==> config.mk <==
export PLATFORM = sky130hd
export DESIGN_NAME = seg7_scan_mux
export DESIGN_NICKNAME = d
export VERILOG_FILES = /design/src/rtl/seg7_pkg.sv /design/src/rtl/seg7_decode.sv /design/src/rtl/seg7_scan_mux.sv
export SDC_FILE = /design/constraint.sdc
export NUM_CORES = 1
export LEC_CHECK = 0
export CAP_MARGIN = 20
export CELL_PAD_IN_SITES_DETAIL_PLACEMENT = 1
export CELL_PAD_IN_SITES_GLOBAL_PLACEMENT = 1
export CORE_UTILIZATION = 39
export DETAILED_ROUTE_END_ITERATION = 6
export PLACE_DENSITY = 0.86
export SYNTH_ARGS = -nofsm -noshare
export SYNTH_HDL_FRONTEND = slang
export SYNTH_SLANG_ARGS = --single-unit
export TNS_END_PERCENT = 100
==> constraint.sdc <==
create_clock -name clk -period 2.1 [get_ports clk]
set_input_delay 0.21 -clock clk [delete_from_list [all_inputs] [get_ports clk]]
set_output_delay 0.21 -clock clk [all_outputs]
set_load 0.01 [all_outputs]
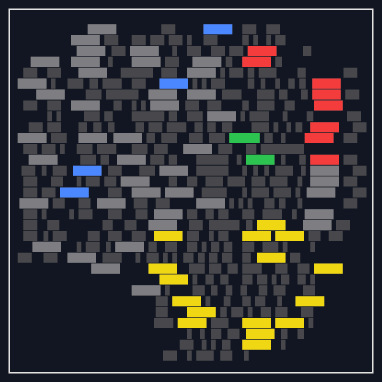
Figure 1: run 1, register map, names as in the netlist.
Scale: 4 px per micron. Other sequential cells in the stronger grey, the rest of the logic in the fainter grey.
| signal | colour | flops |
|---|---|---|
| idx | green | 2 |
| pend_dp | blue | 4 |
| seg | red | 8 |
| cnt | yellow | 16 |
FF+latch area: 1440 sq um
sequential power: 1.41 mW
final core utilization: 51.2%
Seq area share: 38.1%

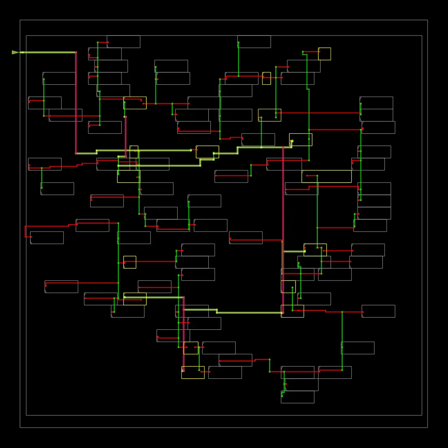
Figure 2: run 1, clock nets.
flop count: 72
Fin Clk Skew: 0.0129 ns
Num CTS Buffers: 9
Clock group: 1.09 mW
clk_lat worst skew: 0.35 ns

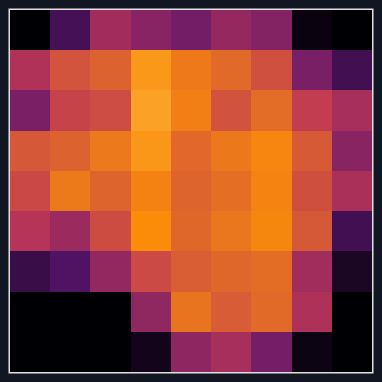
Figure 3: run 1, cell density map.
Scale: 4 px per micron. 9 x 9 tiles, from black (low) to pale yellow (high), 0 to 100% covered.
densest ninth of the die: centre
emptiest ninth of the die: lower left
tiles over 75% full: 4.9%
mean over tiles: 45%
Initial Util: 41.2%
core box area: 7410 sq um

==> results_dict.tcl, run 1 <==
# place-and-route summary
set metrics [dict create \
    most_common_cell "dfxtp_1" \
    placed_cells 427 \
    ys_types 39 \
    cts_tree "yes" \
    clkSinkCount 72 \
    rows 31 \
    yosysTopAreaCellShare_pct 47.2 \
    area_leaders "dfxtp_1 47%, mux2i_1 7.2%, nor2_1 5.4%" \
    critPathTopFamily "simple AND/OR/NAND/NOR gates" \
    worstSetupPathType "register to register" \
    dp_hpwl_mm 4.76 \
    drt_iter0_markers 70 \
    setup_viol 0 \
    drc_errors 0 \
    post_cts_buffers 0 \
    xor_share_pct 3.73 \
    finalNetCount 376 \
    hold_viol_final 0 \
    cp_cell_sequence "or4bb_1, nor4_4, buf_4, a31oi_2, a22o_2" \
    switching_share_pct 23.7 \
    critPathMaxStageDelay_ns 0.57 \
    simple_gate_share_pct 17.8 \
    antenna_cells 0 \
    power.share.clock_pct 41.0 \
    drv_slew 0 \
    grt_pass1_vias 2316 \
    post_cts_resized 1 \
    area_growth_pct 24.1 \
    ant_nets 0 \
    cp_num_cells 5 \
    critical_path.max_fanout 8 \
    grt_usage_pct 17.7 \
    relSlewSlack_pct 48.1 \
    ys_sh_adder_pct 4.51 \
    p_switching_uw 628 \
    grt_max_degree 30 \
    grt_pass1_wl_mm 11.3 \
    fin_crit_ns 2.07 \
    clk_pin_slew_ns 0.08 \
    hold_path_depth 1 \
    synthCells 295 \
    hold_path_class "register to register" \
    ir_worst_vdd_mv 0.354 \
    die.size.y_microns 90.5 \
    maxCapViolCount 0 \
    ys_sh_mux_pct 15.3 \
    synthArstFlopShare_pct 0 \
    dpl-instance-area_sq_um 3560 \
    h-tree-depth 3 \
    sequentialPowerShare_pct 53.1 \
    syn_avg_cell_area_sq_um 10.4 \
    gr-usage-met3_pct 4.46 \
    topRoutingLayerUsed "met4" \
    fill_cells 829 \
    ys_cells 295 \
    layout.cells.most_common "dfxtp_1" \
    fin_ws_ns 0.0273 \
    cts_root_buf "clkbuf_8" \
    power_leakage_nw 1.49 \
    wl_mm 6.89 \
    ff_type "dfxtp_1" \
    syn_area_sq_um 3050 \
    met1_usage_pct 22.1 \
    period_used_pct 98.7 \
    dp_slack_ns -0.0340 \
    crit_required_ns 2.34 \
    finalInstanceArea_sq_um 3790 \
    wl_met1_mm 3.20 \
    drtPass1Iterations 4 \
    log.warning_count 36 \
    max_freq_mhz 482 \
    io_pins 37 \
    wl_per_cell_microns 15.4 \
    power_mw 2.65 \
    setup_tns_ns 0 \
    r2r_slack_ns 0.03 \
    cp-start-kind "register" \
    die_w_microns 90.5 \
    top_usage_layer "met2" \
    path_buffers 1 \
    hold_buffers 0 \
    dr_wl_met3_microns 192 \
    met2WireLength_mm 3.41 \
    aoi_share_pct 8.15 \
    status "completed" \
    ys_seq_share_pct 47.2 \
    place_congestion 0.795 \
    p_int_mw 2.02 \
    num_vias 2255 \
    ys_ff 72 \
    layout_top_cells "71 x dfxtp_1, 44 x nor2_1, 36 x clkdlybuf4s50_1" \
    die-area_sq_um 8190 \
    topCombFamilyByArea "simple AND/OR/NAND/NOR gates" \
    vias_per_cell 5.06 \
    crit_path_end_kind "register" \
    yosysWarnings 0 \
]
-- run 1: final cells by class --
type | instances | area, sq um | area share [%]
sequential | 72 | 1440 | 38.1
timing repair buffer | 50 | 465 | 12.3
tap | 99 | 124 | 3.27
multi-input combinational | 200 | 1530 | 40.3
inverter | 9 | 33.8 | 0.891
clock buffer | 9 | 124 | 3.27
clock inverter | 7 | 72.6 | 1.91
-- run 1: power groups by stage --
stage / Sequential, mW / Clock (mW) / Combinational (mW)
5_1_grt: 1.41 / 1.18 / 0.171
3_5_place_dp: 1.44 / 0 / 0.157
4_1_cts: 1.41 / 1.11 / 0.159
3_3_place_gp: 1.44 / 0 / 0.151
6_report: 1.41 / 1.09 / 0.157
2_1_floorplan: 1.44 / 0 / 0.0845
## Run 2: what changed since run 1
--- a/config.mk
+++ b/config.mk
@@ -8,6 +8,7 @@
 export CAP_MARGIN = 20
 export CELL_PAD_IN_SITES_DETAIL_PLACEMENT = 1
 export CELL_PAD_IN_SITES_GLOBAL_PLACEMENT = 1
+export CORE_ASPECT_RATIO = 0.7
 export CORE_UTILIZATION = 39
 export DETAILED_ROUTE_END_ITERATION = 6
 export PLACE_DENSITY = 0.86
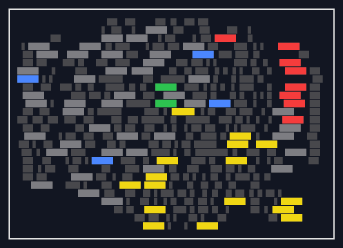
Figure 4: run 2, register map, names as in the netlist.
Scale: 3 px per micron. Other sequential cells in the stronger grey, the rest of the logic in the fainter grey.
| signal | colour | flops |
|---|---|---|
| idx | green | 2 |
| pend_dp | blue | 4 |
| cnt | yellow | 16 |
| seg | red | 8 |
not coloured: 42
Seq area share: 37.5%
final core utilization: 51.6%

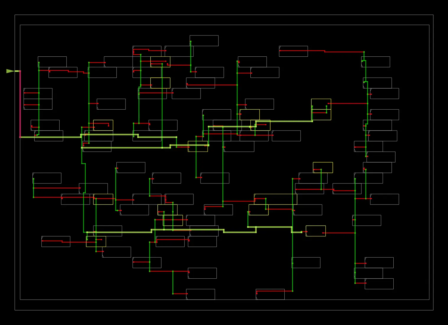
Figure 5: run 2, clock nets.
# clk buffers: 15
Fin Clk Skew: 0.00650 ns
Clock Sinks: 72

==> run 2 against run 1 <==
  * First-iteration DRC count up 2.9%
  * Critical path depth unchanged
  * Highest routed layer unchanged
  * Worst setup slack better by 0.056 ns
  * Clock-buffer cell count up 6
  * Total power up 6.3%
  * Largest cell class unchanged
  * Global-route usage up 1.4 points
  * Combinational power about the same
  * Clock power up about 10%
  * Register-to-register slack better by 0.06 ns
==> results_dict.tcl, run 2 <==
# place-and-route summary
set metrics [dict create \
    ir_worst_vdd_mv 0.362 \
    switching_share_pct 21.2 \
    r2r_cells 5 \
    area_growth_pct 25.9 \
    h-tree-depth 3 \
    xor_share_pct 3.73 \
    critPathTopFamily "simple AND/OR/NAND/NOR gates" \
    p_seq_mw 1.41 \
    hold_buffers 0 \
    ys_seq_share_pct 47.2 \
    most_common_cell "dfxtp_1" \
    core_area_sq_um 7450 \
    setup_tns_ns 0 \
    log.warning_count 35 \
    dp_slack_ns -0.0467 \
    yosysTopAreaCellShare_pct 47.2 \
    vias_per_cell 5.13 \
    clk_latency_ns 0.35 \
    cts_root_buf "clkbuf_8" \
    sequentialPowerShare_pct 50.1 \
    hold_path_depth 3 \
    power_mw 2.82 \
    topCombFamilyByArea "simple AND/OR/NAND/NOR gates" \
    io_pins 37 \
    path_buffers 1 \
    fin_ws_ns 0.0832 \
    die.size.y_microns 76.0 \
    cp-start-kind "register" \
    p_switching_uw 598 \
    place_congestion 0.811 \
    synthArstFlopShare_pct 0 \
    grt_usage_pct 19.2 \
    top_usage_layer "met2" \
    rows 26 \
    aoi_share_pct 8.15 \
    maxCapViolCount 0 \
    area_leaders "dfxtp_1 47%, mux2i_1 7.2%, nor2_1 5.4%" \
    drv_slew 0 \
    met2WireLength_mm 3.60 \
    ys_types 39 \
    die-area_sq_um 8190 \
    grt_pass1_wl_mm 11.9 \
    simple_gate_share_pct 17.8 \
    cts_tree "yes" \
    ys_sh_adder_pct 4.51 \
    status "completed" \
    synthCells 295 \
    syn_avg_cell_area_sq_um 10.4 \
    yosysWarnings 0 \
    cts_buffers 9 \
    die_w_microns 108 \
    crit_required_ns 2.34 \
    cp_num_cells 5 \
    ys_sh_mux_pct 15.3 \
    top_power_group "sequential cells" \
    grt_pass1_vias 2333 \
    grt_max_degree 30 \
    topRoutingLayerUsed "met4" \
    crit_path_end_kind "register" \
    wl_mm 7.44 \
    power.share.clock_pct 44.3 \
    finalNetCount 374 \
    critPathMaxStageDelay_ns 0.56 \
    wl_met1_mm 3.54 \
    drt_iter0_markers 72 \
    power_leakage_nw 1.51 \
    ff_type "dfxtp_1" \
    setup_viol 0 \
    comb-power_uw 159 \
    period_used_pct 96.0 \
    hold_viol_final 0 \
    hold_path_class "input port to register" \
    dr_wl_met3_microns 290 \
    clk_pin_slew_ns 0.07 \
    ys_cells 295 \
    r2r_slack_ns 0.08 \
    drtPass1Iterations 4 \
    fp-utilization_pct 41.0 \
    fin_crit_ns 2.02 \
    clock_power_mw 1.25 \
    dp_hpwl_mm 4.96 \
    layout_top_cells "71 x dfxtp_1, 44 x nor2_1, 36 x clkdlybuf4s50_1" \
    drc_errors 0 \
]
-- run 2: cell counts after synthesis --
Identical to the previous run, type by type.
-- run 2: stage by stage --
stage	std cells	cell area (sq um)	hold slack (ns)
floorplan	295	3050	0.357
global placement	425	3550	0.473
detailed placement	425	3550	0.483
CTS	442	3810	0.497
global route	443	3840	0.489
finish	443	3840	0.500
-- run 2: layout make-up --
cell class                      count  area (sq um)
Inverter                            9          33.8
Clock inverter                      1          30.0
Clock buffer                       15           206
Timing Repair Buffer               48           454
Tap cell                           98           123
Multi-Input combinational cell    200          1550
Sequential cell                    72          1440
Fill cell                         829          3610
-- run 2: repair_timing --
| item | in CTS | in global routing |
|---|---|---|
| cloned | 0 | 1 |
| resized | 2 | 6 |
| buffers inserted | 1 | 0 |
| endpoints found under the setup margin | 9 | 22 |
| pin swaps | 1 | 0 |
Power is estimated from default activity; no workload was simulated.
